### config.mk
export PLATFORM = sky130hd
export DESIGN_NAME = ram_arbiter_flat
export DESIGN_NICKNAME = d
export VERILOG_FILES = /design/src/rtl/ram_arbiter_if.sv /design/src/rtl/ram_arbiter.sv /design/src/flat_wrapper.sv
export SDC_FILE = /design/constraint.sdc
export NUM_CORES = 1
export LEC_CHECK = 0
export CELL_PAD_IN_SITES_DETAIL_PLACEMENT = 0
export CELL_PAD_IN_SITES_GLOBAL_PLACEMENT = 2
export CORE_ASPECT_RATIO = 1.75
export CORE_MARGIN = 4
export CORE_UTILIZATION = 19
export DETAILED_ROUTE_END_ITERATION = 7
export PLACE_DENSITY = 0.86
export REMOVE_ABC_BUFFERS = 1
export SYNTH_ARGS = -nofsm -noshare
export SYNTH_HDL_FRONTEND = slang
export SYNTH_SLANG_ARGS = --single-unit
export TNS_END_PERCENT = 30
### constraint.sdc
create_clock -name i_clk -period 3.33 [get_ports i_clk]
set_clock_uncertainty 0.05 [all_clocks]
set_input_delay 0.666 -clock i_clk [delete_from_list [all_inputs] [get_ports i_clk]]
set_output_delay 0.666 -clock i_clk [all_outputs]
set_load 0.1 [all_outputs]
### src/rtl/ram_arbiter_if.sv
// Requester-side and RAM-side signal bundle of the round-robin RAM arbiter.
//
// Requester side (one slice/bit per requester i):
//   req_valid/req_ready      burst command handshake
//   req_we                   1 = write burst, 0 = read burst
//   req_addr[32i+:32]        start byte address
//   req_len[LEN_W*i+:LEN_W]  burst words minus one
//   wr_data/wr_valid/wr_ready  write word stream, owner only
//   rd_data/rd_valid         read return (shared data, per-requester valid)
//   done                     one-cycle burst completion pulse
// RAM side:
//   ram_cen/ram_wen/ram_addr/ram_din  single-port RAM command
//   ram_dout                 read data, one cycle after a read command
//
// slave  : arbiter view
// master : requesters + RAM view
interface ram_arbiter_if #(
   parameter int NREQ  = 2,
   parameter int LEN_W = 8
);
   logic [NREQ-1:0]       req_valid;
   logic [NREQ-1:0]       req_ready;
   logic [NREQ-1:0]       req_we;
   logic [NREQ*32-1:0]    req_addr;
   logic [NREQ*LEN_W-1:0] req_len;
   logic [NREQ*32-1:0]    wr_data;
   logic [NREQ-1:0]       wr_valid;
   logic [NREQ-1:0]       wr_ready;
   logic [31:0]           rd_data;
   logic [NREQ-1:0]       rd_valid;
   logic [NREQ-1:0]       done;
   logic                  ram_cen;
   logic                  ram_wen;
   logic [31:0]           ram_addr;
   logic [31:0]           ram_din;
   logic [31:0]           ram_dout;

   modport slave (
      input  req_valid, req_we, req_addr, req_len, wr_data, wr_valid, ram_dout,
      output req_ready, wr_ready, rd_data, rd_valid, done,
             ram_cen, ram_wen, ram_addr, ram_din
   );

   modport master (
      output req_valid, req_we, req_addr, req_len, wr_data, wr_valid, ram_dout,
      input  req_ready, wr_ready, rd_data, rd_valid, done,
             ram_cen, ram_wen, ram_addr, ram_din
   );
endinterface

### src/rtl/ram_arbiter.sv
// Round-robin burst arbiter sharing one single-port RAM between NREQ
// requesters. Bursts are serialised, addresses step by 4 bytes per word
// (wrapping modulo 2^32), write words stream in from the owner and read
// words are routed back to the owner one cycle after each RAM read.
//
// Ports:
//   i_clk    clock, rising edge
//   i_rst_n  asynchronous active-low reset
//   bus      ram_arbiter_if.slave: requester handshakes and RAM port
//
// state   | meaning
// --------+-------------------------------------------------------------
// S_IDLE  | no burst; round-robin grant of a new command
// S_READ  | one RAM read issued per cycle for the owner
// S_DRAIN | RAM idle, last read word returns, done pulses
// S_WRITE | one RAM write per cycle in which the owner's wr_valid is high
module ram_arbiter #(
   parameter int NREQ  = 2,
   parameter int LEN_W = 8
) (
   input logic            i_clk,
   input logic            i_rst_n,
   ram_arbiter_if.slave   bus
);

   localparam int OW = (NREQ > 1) ? $clog2(NREQ) : 1;

   typedef enum logic [1:0] {
      S_IDLE  = 2'd0,
      S_READ  = 2'd1,
      S_DRAIN = 2'd2,
      S_WRITE = 2'd3
   } state_t;

   state_t           r_state;
   state_t           w_state_nxt;
   logic [OW-1:0]    r_owner;
   logic [OW-1:0]    r_rr_ptr;
   logic [31:0]      r_cur_addr;
   logic [LEN_W-1:0] r_beats_left;
   logic             r_rd_pend;

   logic [OW-1:0]    w_winner;
   logic             w_win_vld;
   logic [OW-1:0]    w_rr_nxt;
   logic             w_grant;
   logic             w_rd_issue;
   logic             w_wr_beat;
   logic             w_last;

   // Winner: first valid requester scanning upward from rr_ptr, modulo NREQ.
   always_comb begin
      int            idx;
      logic [OW-1:0] idx_w;
      w_winner  = '0;
      w_win_vld = 1'b0;
      idx       = 0;
      idx_w     = '0;
      for (int k = 0; k < NREQ; k++) begin
         idx = int'(r_rr_ptr) + k;
         if (idx >= NREQ) begin
            idx = idx - NREQ;
         end
         idx_w = OW'(idx);
         if (!w_win_vld && bus.req_valid[idx_w]) begin
            w_win_vld = 1'b1;
            w_winner  = idx_w;
         end
      end
   end

   assign w_rr_nxt   = (int'(w_winner) == NREQ - 1) ? '0 : w_winner + OW'(1);
   // Reset gates the grant so every output is quiet while rst_n is low.
   assign w_grant    = i_rst_n && (r_state == S_IDLE) && w_win_vld;
   assign w_rd_issue = (r_state == S_READ);
   assign w_wr_beat  = (r_state == S_WRITE) && bus.wr_valid[r_owner];
   assign w_last     = (r_beats_left == '0);

   always_comb begin
      w_state_nxt = r_state;
      case (r_state)
         S_IDLE: begin
            if (w_grant) begin
               w_state_nxt = bus.req_we[w_winner] ? S_WRITE : S_READ;
            end
         end
         S_READ: begin
            if (w_last) begin
               w_state_nxt = S_DRAIN;
            end
         end
         S_DRAIN: begin
            w_state_nxt = S_IDLE;
         end
         S_WRITE: begin
            if (w_wr_beat && w_last) begin
               w_state_nxt = S_IDLE;
            end
         end
         default: begin
            w_state_nxt = S_IDLE;
         end
      endcase
   end

   always_comb begin
      bus.req_ready = '0;
      bus.wr_ready  = '0;
      bus.rd_valid  = '0;
      bus.rd_data   = '0;
      bus.done      = '0;
      bus.ram_cen   = 1'b0;
      bus.ram_wen   = 1'b0;
      bus.ram_addr  = '0;
      bus.ram_din   = '0;

      if (w_grant) begin
         bus.req_ready[w_winner] = 1'b1;
      end
      if (r_state == S_WRITE) begin
         bus.wr_ready[r_owner] = 1'b1;
      end
      if (w_rd_issue) begin
         bus.ram_cen  = 1'b1;
         bus.ram_addr = r_cur_addr;
      end
      if (w_wr_beat) begin
         bus.ram_cen  = 1'b1;
         bus.ram_wen  = 1'b1;
         bus.ram_addr = r_cur_addr;
         bus.ram_din  = bus.wr_data[32*r_owner +: 32];
      end
      // Owner only changes on a grant, which cannot happen while a read
      // word is still in flight, so r_owner is valid for the returning word.
      if (r_rd_pend) begin
         bus.rd_valid[r_owner] = 1'b1;
         bus.rd_data           = bus.ram_dout;
      end
      if ((r_state == S_DRAIN) || (w_wr_beat && w_last)) begin
         bus.done[r_owner] = 1'b1;
      end
   end

   always_ff @(posedge i_clk or negedge i_rst_n) begin
      if (!i_rst_n) begin
         r_state      <= S_IDLE;
         r_owner      <= '0;
         r_rr_ptr     <= '0;
         r_cur_addr   <= '0;
         r_beats_left <= '0;
         r_rd_pend    <= 1'b0;
      end else begin
         r_state   <= w_state_nxt;
         r_rd_pend <= w_rd_issue;
         if (w_grant) begin
            r_owner      <= w_winner;
            r_cur_addr   <= bus.req_addr[32*w_winner +: 32];
            r_beats_left <= bus.req_len[LEN_W*w_winner +: LEN_W];
            r_rr_ptr     <= w_rr_nxt;
         end else if (w_rd_issue || w_wr_beat) begin
            r_cur_addr <= r_cur_addr + 32'd4;
            if (!w_last) begin
               r_beats_left <= r_beats_left - LEN_W'(1);
            end
         end
      end
   end

endmodule

### src/flat_wrapper.sv
// flat-port wrapper written by rule: the top's interface ports become plain ports
module ram_arbiter_flat 
#(
   parameter int NREQ  = 2,
   parameter int LEN_W = 8
)
  (i_clk, i_rst_n, bus_req_valid, bus_req_we, bus_req_addr, bus_req_len, bus_wr_data, bus_wr_valid, bus_ram_dout, bus_req_ready, bus_wr_ready, bus_rd_data, bus_rd_valid, bus_done, bus_ram_cen, bus_ram_wen, bus_ram_addr, bus_ram_din);
  ram_arbiter_if #(.NREQ(NREQ), .LEN_W(LEN_W)) bus_i ();
  input logic i_clk;
  input logic i_rst_n;
  input wire logic [$bits(bus_i.req_valid)-1:0] bus_req_valid;
  input wire logic [$bits(bus_i.req_we)-1:0] bus_req_we;
  input wire logic [$bits(bus_i.req_addr)-1:0] bus_req_addr;
  input wire logic [$bits(bus_i.req_len)-1:0] bus_req_len;
  input wire logic [$bits(bus_i.wr_data)-1:0] bus_wr_data;
  input wire logic [$bits(bus_i.wr_valid)-1:0] bus_wr_valid;
  input wire logic [$bits(bus_i.ram_dout)-1:0] bus_ram_dout;
  output wire logic [$bits(bus_i.req_ready)-1:0] bus_req_ready;
  output wire logic [$bits(bus_i.wr_ready)-1:0] bus_wr_ready;
  output wire logic [$bits(bus_i.rd_data)-1:0] bus_rd_data;
  output wire logic [$bits(bus_i.rd_valid)-1:0] bus_rd_valid;
  output wire logic [$bits(bus_i.done)-1:0] bus_done;
  output wire logic [$bits(bus_i.ram_cen)-1:0] bus_ram_cen;
  output wire logic [$bits(bus_i.ram_wen)-1:0] bus_ram_wen;
  output wire logic [$bits(bus_i.ram_addr)-1:0] bus_ram_addr;
  output wire logic [$bits(bus_i.ram_din)-1:0] bus_ram_din;
  assign bus_i.req_valid = bus_req_valid;
  assign bus_i.req_we = bus_req_we;
  assign bus_i.req_addr = bus_req_addr;
  assign bus_i.req_len = bus_req_len;
  assign bus_i.wr_data = bus_wr_data;
  assign bus_i.wr_valid = bus_wr_valid;
  assign bus_i.ram_dout = bus_ram_dout;
  assign bus_req_ready = bus_i.req_ready;
  assign bus_wr_ready = bus_i.wr_ready;
  assign bus_rd_data = bus_i.rd_data;
  assign bus_rd_valid = bus_i.rd_valid;
  assign bus_done = bus_i.done;
  assign bus_ram_cen = bus_i.ram_cen;
  assign bus_ram_wen = bus_i.ram_wen;
  assign bus_ram_addr = bus_i.ram_addr;
  assign bus_ram_din = bus_i.ram_din;
  ram_arbiter #(.NREQ(NREQ), .LEN_W(LEN_W)) u_core (.i_clk(i_clk), .i_rst_n(i_rst_n), .bus(bus_i));
endmodule
### I/O pins on the die edge, run 1

Scale: 3 px per micron. Pins as bars across the die edge, other pins in gray.
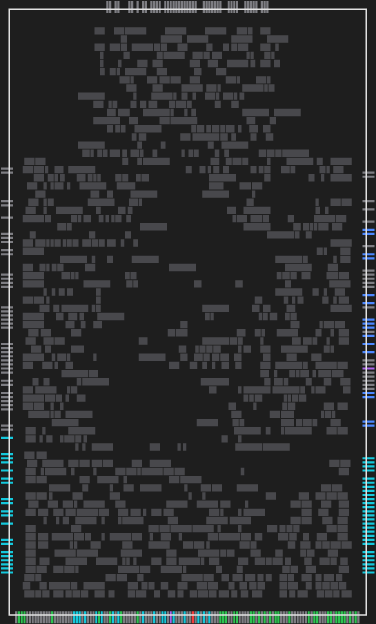
port	color	pins	direction	edge
bus_ram_dout	green	32	input	south
bus_ram_wen	red	1	output	south
bus_wr_data	cyan	64	input	27 east, 20 west, 17 south
bus_req_ready	purple	2	output	1 east, 1 south
bus_req_len	blue	16	input	east
all pins by edge	125 south, 64 east, 57 west, 44 north
Die Ht: 201 microns
PortBufs: 289

### Routing congestion map, run 1

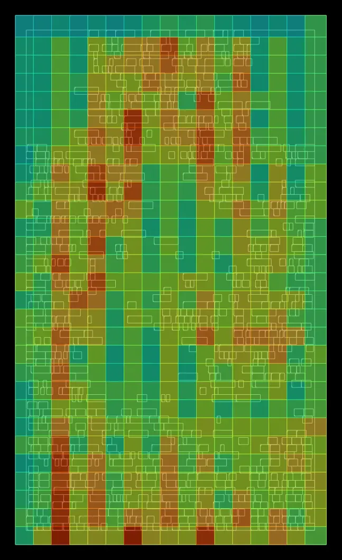
M3 GR Usage: 3.01%
GR Util All Layers: 16.9%
wire length per cell: 19.5 microns
Top Usage Layer GRT: met2

==> notes.md, run 1 <==
run metrics: FMAX=331 MHz, initial antenna violation count=0, critical path arrival=roughly 2.3 ns, Synth async-reset ratio=100%, post-DR vias/cell=around 4.6, Resized cells post-CTS=0, Setup Viol. Count Final=0, outcome=complete, no violations, final count of hold timing violations=0, total grt overflow=0, average size of a mapped cell=between 7 and 8 sq um, post-layout min period=3.02 ns, # IOs=290, Critical Path RT=about 2.6 ns, Tcrit/Tclk final=90.6%, synthesis area per yosys=0.00406 sq mm, fin nets=1002, Dominant cell area share=27.7%, CTS sink cnt=45, Place WS=0.318 ns, clock slew at reported path FFs=0.07 ns, Tightest Pin Transition=0.793 ns, Top cells by area=dfrtp_1 (28%), mux2i_1 (11%), and2_1 (10%), Synth Area in Simple Gates=37.1%, cell with the most instances after synthesis=nand2_1, placed insts=1060, count of different cell masters after synthesis=around 57, largest net degree at the start of global routing=about 44, Buf/Inv on CP=4, first-pass GRT wire length=about 32000 microns, hpwl dp=16900 microns, Multiplexer share=11.4%, row count=around 70, Hold Buf Count CTS=0, pins over their slew limit=0, tool warnings=26, cts bufs inserted=5, crit path max fanout=24, gate count of the mapped netlist=~540, startpoint types=primary input, Setup CP Type=primary input to primary output, Iter 0 DRT Violations=around 230
### Wire density map, run 1

Scale: 2 px per micron. 12 x 20 tiles, from dark blue (low) to red (high), scaled to the fullest tile. Values are wire area over tile area, all layers added.
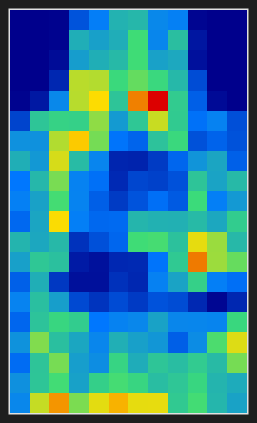
tiles over half the peak	17%
densest ninth of the die	north
fullest tile	0.42
mean over tiles	0.14
emptiest ninth of the die	north-east
total number of vias: 4946
Post-Route WL: 20900 microns

run 1: flip-flops by register name, indices dropped and copies added, names as in the netlist:
register             count
u_core.r_rd_pend         1
u_core.r_cur_addr       32
u_core.r_rr_ptr          1
u_core.r_beats_left      8
u_core.r_owner           1
u_core.r_state           2
run 1: per-layer routing:
layer	wire (microns)	vias up	track usage, %
met2	10700	191	29.8
met3	1290	15	3.01
li1	-	2462	-
met4	248	0	3.48
met5	0	-	0
met1	8660	2278	21.4
run 1: final timing paths:
path | start | to | depth (start not counted)
setup / recovery | bus_wr_valid[0] | bus_ram_addr[21] | 7
hold / removal | i_rst_n | u_core.r_owner | 1
setup reg to reg | u_core.r_cur_addr[7] | u_core.r_cur_addr[31] | 5
hold reg to reg | u_core.r_rr_ptr | u_core.r_rr_ptr | 2
max in group asynchronous | i_rst_n | u_core.r_cur_addr[28] | 2
min in group i_clk | u_core.r_rr_ptr | u_core.r_rr_ptr | 2
run 1: worst reg2reg max path, cell delays in order, from the launching register on:
cell	delay [ns]
dfrtp_1	0.47
and3_1	0.44
nand3_4	0.18
or3_1	0.47
or4_1	0.53
a31oi_1	0.16
run 1: layout by cell type, fill, tap and decap left out, types with 14 or more instances in the layout:
| cell type | count |
|---|---|
| a21oi_1 | 29 |
| buf_12 | 70 |
| nor2_1 | 60 |
| nand4_1 | 15 |
| dfrtp_1 | 44 |
| buf_4 | 56 |
| nand3_1 | 14 |
| and2_1 | 67 |
| and3_1 | 22 |
| mux2i_1 | 44 |
| clkdlybuf4s50_1 | 182 |
| nand2_1 | 72 |
run 1: area by class of cell:
type                            count  area [sq um]
Multi-Input combinational cell    447          2760
Fill cell                        2166         12900
Tap cell                          252           315
Sequential cell                    45          1130
Timing Repair Buffer              309          3650
Inverter                            7          26.3
Clock buffer                        6           139
Clock inverter                      2          13.8
Antenna cell                        1          2.50
run 1: cell families after synthesis:
| family | count (synthesis) |
|---|---|
| simple gates | 292 |
| compound gates | 97 |
| buf+inv | 48 |
| mux | 46 |
| flops | 45 |
| xor+xnor | 9 |
| fa+ha+maj | 3 |
### Signal wires on met2, run 1

Scale: 3 px per micron. Cells faint in the background.
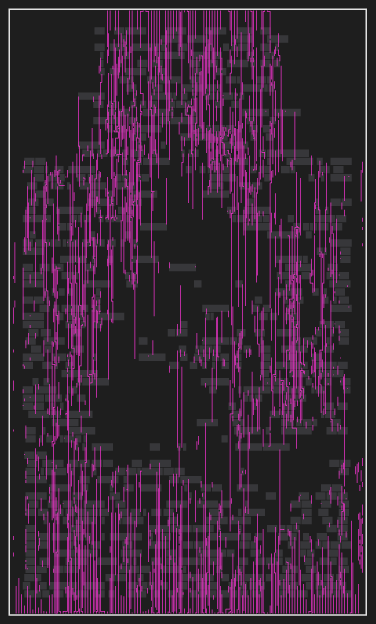

## Run 2: what changed since run 1
--- a/config.mk
+++ b/config.mk
@@ -9,9 +9,9 @@
 export CELL_PAD_IN_SITES_GLOBAL_PLACEMENT = 2
 export CORE_ASPECT_RATIO = 1.75
 export CORE_MARGIN = 4
-export CORE_UTILIZATION = 19
+export CORE_UTILIZATION = 17
 export DETAILED_ROUTE_END_ITERATION = 7
-export PLACE_DENSITY = 0.86
+export PLACE_DENSITY = 0.78
 export REMOVE_ABC_BUFFERS = 1
 export SYNTH_ARGS = -nofsm -noshare
 export SYNTH_HDL_FRONTEND = slang
==> constraint.sdc (replaced) <==
create_clock -name i_clk -period 3.35 [get_ports i_clk]
set_clock_uncertainty 0.05 [all_clocks]
set_input_delay 0.67 -clock i_clk [delete_from_list [all_inputs] [get_ports i_clk]]
set_output_delay 0.67 -clock i_clk [all_outputs]
set_load 0.02 [all_outputs]
### Signal wires on met2, run 2

Scale: 3 px per micron. Cells faint in the background.
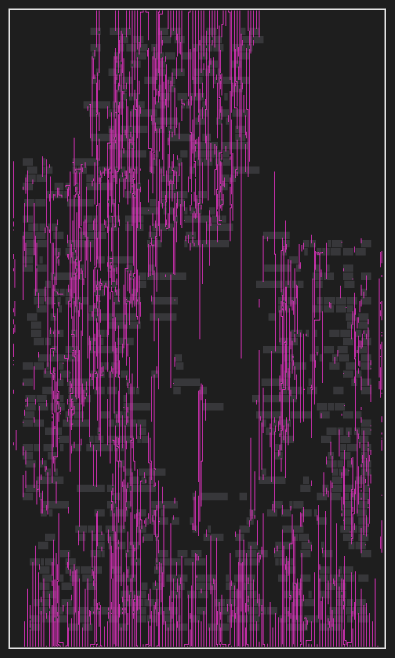
wire length on this layer	11500 microns
share of all routed wire	56%
longest straight run	108 microns
Post-Route WL: 20600 microns
met2 usage: 29.6%
total number of vias: 4955

==> run 2 against run 1 <==
Sequential share of layout area is 0.91 points higher. Hold slack better by 0.27 ns. Flip-flop count stayed put. Register-to-register slack better by 0.06 ns. Critical endpoint is now bus_ram_addr[11].
==> notes.md, run 2 <==
run metrics: Dominant cell area share=27.7% (unchanged), critical path arrival=2.54 ns (was 2.30 ns), clock slew at reported path FFs=0.07 ns (about the same), Combinational Area=0.00276 sq mm (about the same), hpwl dp=16600 microns (was 16900 microns), tool warnings=26 (unchanged), ANT cells=0 (was 1), pins over their slew limit=0 (unchanged), placed insts=1115 (was 1060), Setup CP Type=primary input to primary output (unchanged), startpoint types=primary input (unchanged), Fill cells=2480 (was 2166), Tightest Pin Transition=0.661 ns (was 0.793 ns), synthesis area per yosys=0.00406 sq mm (unchanged), # IOs=290 (unchanged), Most flops, register=u_core.r_cur_addr (unchanged), largest net degree at the start of global routing=41 (was 44), Multiplexer share=11.4% (unchanged), wire length per cell=18.3 microns (was 19.5 microns), initial antenna violation count=0 (unchanged), Top Layout Cells=clkdlybuf4s50_1 (282), nand2_1 (72), and2_1 (67), nor2_1 (60) (was clkdlybuf4s50_1 (182), nand2_1 (72), buf_12 (70), and2_1 (67), nor2_1 (60)), FMAX=307 MHz, total grt overflow=0 (unchanged), Largest register FFs=32 (unchanged), cell with the most instances after synthesis=nand2_1 (unchanged), FF+latch area=0.00113 sq mm (unchanged), reg2reg path depth=5 (unchanged), Synth Area in Simple Gates=37.1% (unchanged), Place WS=0.0157 ns (was 0.318 ns), CTS sink cnt=45 (unchanged), worst r2r dst=u_core.r_cur_addr[29] (was u_core.r_cur_addr[31]), Die Ht=213 microns (was 201 microns), outcome=complete, no violations (unchanged)
[run 2: cell counts after synthesis]
Identical to the previous run, type by type.
[run 2: cell type report]
class / count / share of cell area (%)
Multi-Input combinational cell: 447 / 36.6
Clock inverter: 1 / 0.0996
Clock buffer: 7 / 1.76
Tap cell: 304 / 5.04
Sequential cell: 45 / 14.9
Timing Repair Buffer: 312 / 41.2
Inverter: 7 / 0.348
[run 2: critical path, delay by kind of cell]
kind / cells / cell delay (ns)
AOI/OAI and AO/OA: 1 / 0.15
muxes: 1 / 0.32
and+or+nand+nor: 1 / 0.19
buffers and inverters: 4 / 1.20
[run 2: worst max path at each step]
stage,cells after the start,slack [ns],start,to
floorplan,5,-0.90,u_core.r_owner,bus_done[1]
global placement,7,0.04,bus_wr_valid[1],bus_ram_addr[18]
detailed placement,7,0.02,bus_wr_valid[1],bus_ram_addr[18]
CTS,6,0.01,u_core.r_beats_left[2],bus_done[1]
global route,7,0.02,bus_wr_valid[1],bus_ram_addr[11]
finish,7,0.09,bus_wr_valid[1],bus_ram_addr[11]
[run 2: logic make-up (layout without fill, tap and decap cells)]
family          count (synthesis)  in the layout
compound gates                 97             97
xor+xnor                        9              9
fa+ha+maj                       3              3
buf+inv                        48            327
flops                          45             45
mux                            46             46
simple gates                  292            292
[run 2: per-stage QoR]
step / hold slack [ns] / util, %
after floorplan: 0.324 / -
after global placement: 0.471 / 31.5
after detailed placement: 0.475 / 31.5
after CTS: 0.466 / 32.1
after global routing: 0.471 / 32.2
final: 0.420 / 32.2
[run 2: per-layer routing]
metal  wire length [microns]  GRT usage [%]  vias up
met5                       0              0        -
met4                     250           3.11        0
met3                     927           2.36       14
met2                   11500           29.6      156
met1                    7890           16.5     2309
li1                        -              -     2476
[run 2: timing repair]
| action | 4_1_cts | 5_1_grt |
|---|---|---|
| setup endpoints to repair | 1 | 32 |
| hold buffers | 0 | 0 |
| hold endpoints to repair | 0 | 0 |
| resized | 1 | 5 |
### Met3 routing, run 2

Scale: 3 px per micron. Cells faint in the background.
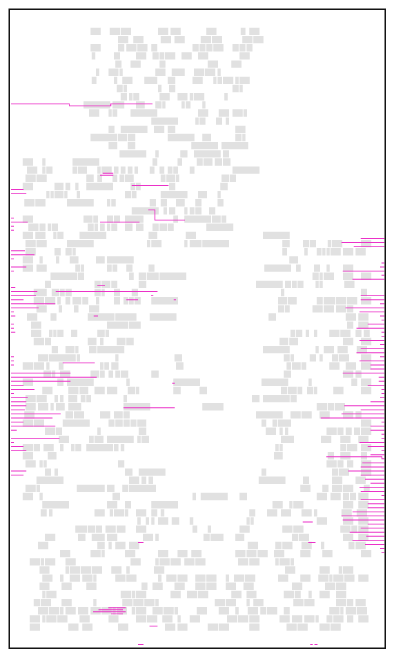

## Run 3: what changed since run 2
--- a/config.mk
+++ b/config.mk
@@ -11,6 +11,7 @@
 export CORE_MARGIN = 4
 export CORE_UTILIZATION = 17
 export DETAILED_ROUTE_END_ITERATION = 7
+export GPL_TIMING_DRIVEN = 0
 export PLACE_DENSITY = 0.78
 export REMOVE_ABC_BUFFERS = 1
 export SYNTH_ARGS = -nofsm -noshare
### Met3 routing, run 3

Scale: 3 px per micron. Cells faint in the background.
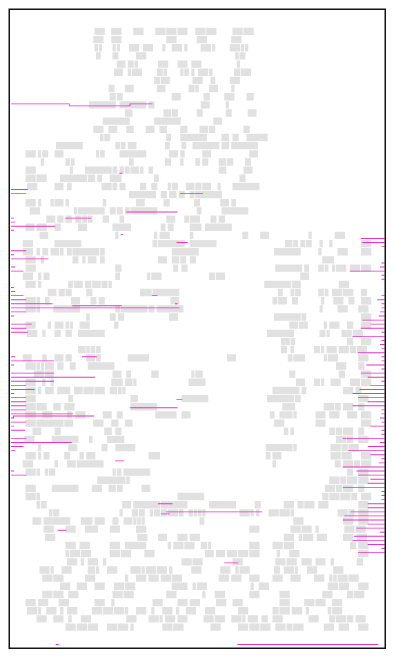
main direction	horizontal
nets with wire on the layer	131
Post-Route WL: 20100 microns
total number of vias: 4840
M3 GR Usage: 2.61%

==> run 3 against run 2 <==
Global-route usage decreased by 0.25 points. Cell area is 1.1% lower. Routed wire length fell by 2.2%. Critical endpoint is now bus_ram_cen. Area after synthesis unchanged. Via count is 2.3% lower. Flip-flop count unchanged. Die size did not move.
==> notes.md, run 3 <==
run metrics: outcome=complete, no violations (unchanged), tool warnings=26 (unchanged), fin util=31.8% (was 32.2%), row count=74 (unchanged), startpoint types=primary input (unchanged), count of different cell masters after synthesis=57 (unchanged), crit path max fanout=49 (was 16), average size of a mapped cell=7.52 sq um (unchanged), Top cells by area=dfrtp_1 (28%), mux2i_1 (11%), and2_1 (10%) (unchanged), # IOs=290 (unchanged), Iter 0 DRT Violations=135 (was 153), wire length per cell=18.2 microns (was 18.3 microns), final count of hold timing violations=0 (unchanged), fin nets=991 (was 1005), Tightest Pin Transition=1.40 ns (was 0.661 ns), hold slack=0.184 ns (was 0.420 ns), post-layout min period=3.21 ns (was 3.26 ns), largest net degree at the start of global routing=50 (was 41), Dominant cell area share=27.7% (unchanged), Tcrit/Tclk final=95.7% (was 97.3%), Setup CP Type=primary input to primary output (unchanged), pins over their slew limit=0 (unchanged), Die Ht=213 microns (unchanged), placed insts=1097 (was 1115), first-pass GRT wire length=30300 microns (was 31100 microns), initial antenna violation count=0 (unchanged), Hold Buf Count CTS=0 (unchanged), synthesis area per yosys=0.00406 sq mm (unchanged), hpwl dp=15600 microns (was 16600 microns), clock slew at reported path FFs=0.08 ns (was 0.07 ns), gate count of the mapped netlist=540 (unchanged), ANT cells=0 (unchanged), post-DR vias/cell=4.36 (was 4.41), total grt overflow=0 (unchanged), PortBufs=289 (unchanged), critical path arrival=2.49 ns (was 2.54 ns), Top Registers=u_core.r_cur_addr: 32 flops, u_core.r_beats_left: 8 flops, u_core.r_state: 2 flops (unchanged)
run 3: cell count changes in the layout (fill, tap and decap cells not counted), sizes merged:
cell	previous run	this run
dlygate4sd2	1	35
clkdlybuf4s50	282	253
buf	25	9
dlymetal6s2s	4	0
clkbuf	7	5
clkinv	0	1
inv	7	8
o21ai	13	14
run 3: final cells by class:
cell class	count	area (sq um)
clock buffer	5	125
multi-input combinational	448	2800
sequential	45	1130
timing repair buffer	297	2960
fill	2508	16000
inverter	7	33.8
clock inverter	3	21.3
tap	304	380
run 3: kinds of logic (layout without fill, tap and decap cells):
| logic type | after synthesis | after routing | synth area share [%] |
|---|---|---|---|
| compound gates | 97 | 98 | 16.1 |
| xor+xnor | 9 | 9 | 1.94 |
| fa+ha+maj | 3 | 3 | 0.924 |
| buf+inv | 48 | 312 | 4.84 |
| flops | 45 | 45 | 27.7 |
| mux | 46 | 46 | 11.4 |
| simple gates | 292 | 292 | 37.1 |
run 3: worst paths after layout:
kind / from / end / slack, ns / depth (start not counted)
setup / recovery: bus_wr_valid[0] / bus_ram_cen / 0.14 / 5
hold / removal: i_rst_n / u_core.r_cur_addr[21] / 0.18 / 1
setup reg to reg: u_core.r_cur_addr[2] / u_core.r_cur_addr[26] / 0.76 / 6
hold reg to reg: u_core.r_beats_left[3] / u_core.r_beats_left[3] / 0.49 / 1
max in group asynchronous: i_rst_n / u_core.r_owner / 2.58 / 2
min in group i_clk: u_core.r_beats_left[3] / u_core.r_beats_left[3] / 0.49 / 1
run 3: worst max-delay path: cells and delay by family:
| kind | cells | cell delay, ns |
|---|---|---|
| AND-OR/OR-AND | 1 | 0.26 |
| multiplexers | 1 | 0.35 |
| buffers and inverters | 3 | 1.17 |
run 3: timing repair:
item,in CTS,in global routing
cloned,1,0
buffers inserted,2,1
pin swaps,2,0
setup endpoints to repair,55,1
resized,43,0
run 3: per-layer routing:
layer	share of wire [%]	routed length [microns]	track usage (%)	up-vias
li1	-	-	-	2442
met1	39	7870	16.5	2238
met2	55	11100	28.7	147
met3	4.6	919	2.61	13
met4	1.1	214	2.84	0
met5	0	0	0	-
run 3: stage by stage:
stage	instance area (sq um)	TNS, ns
finish	7450	0
global route	7450	0
CTS	7450	0
detailed placement	7290	-43.42
global placement	7170	-324.57
floorplan	3890	-48.26
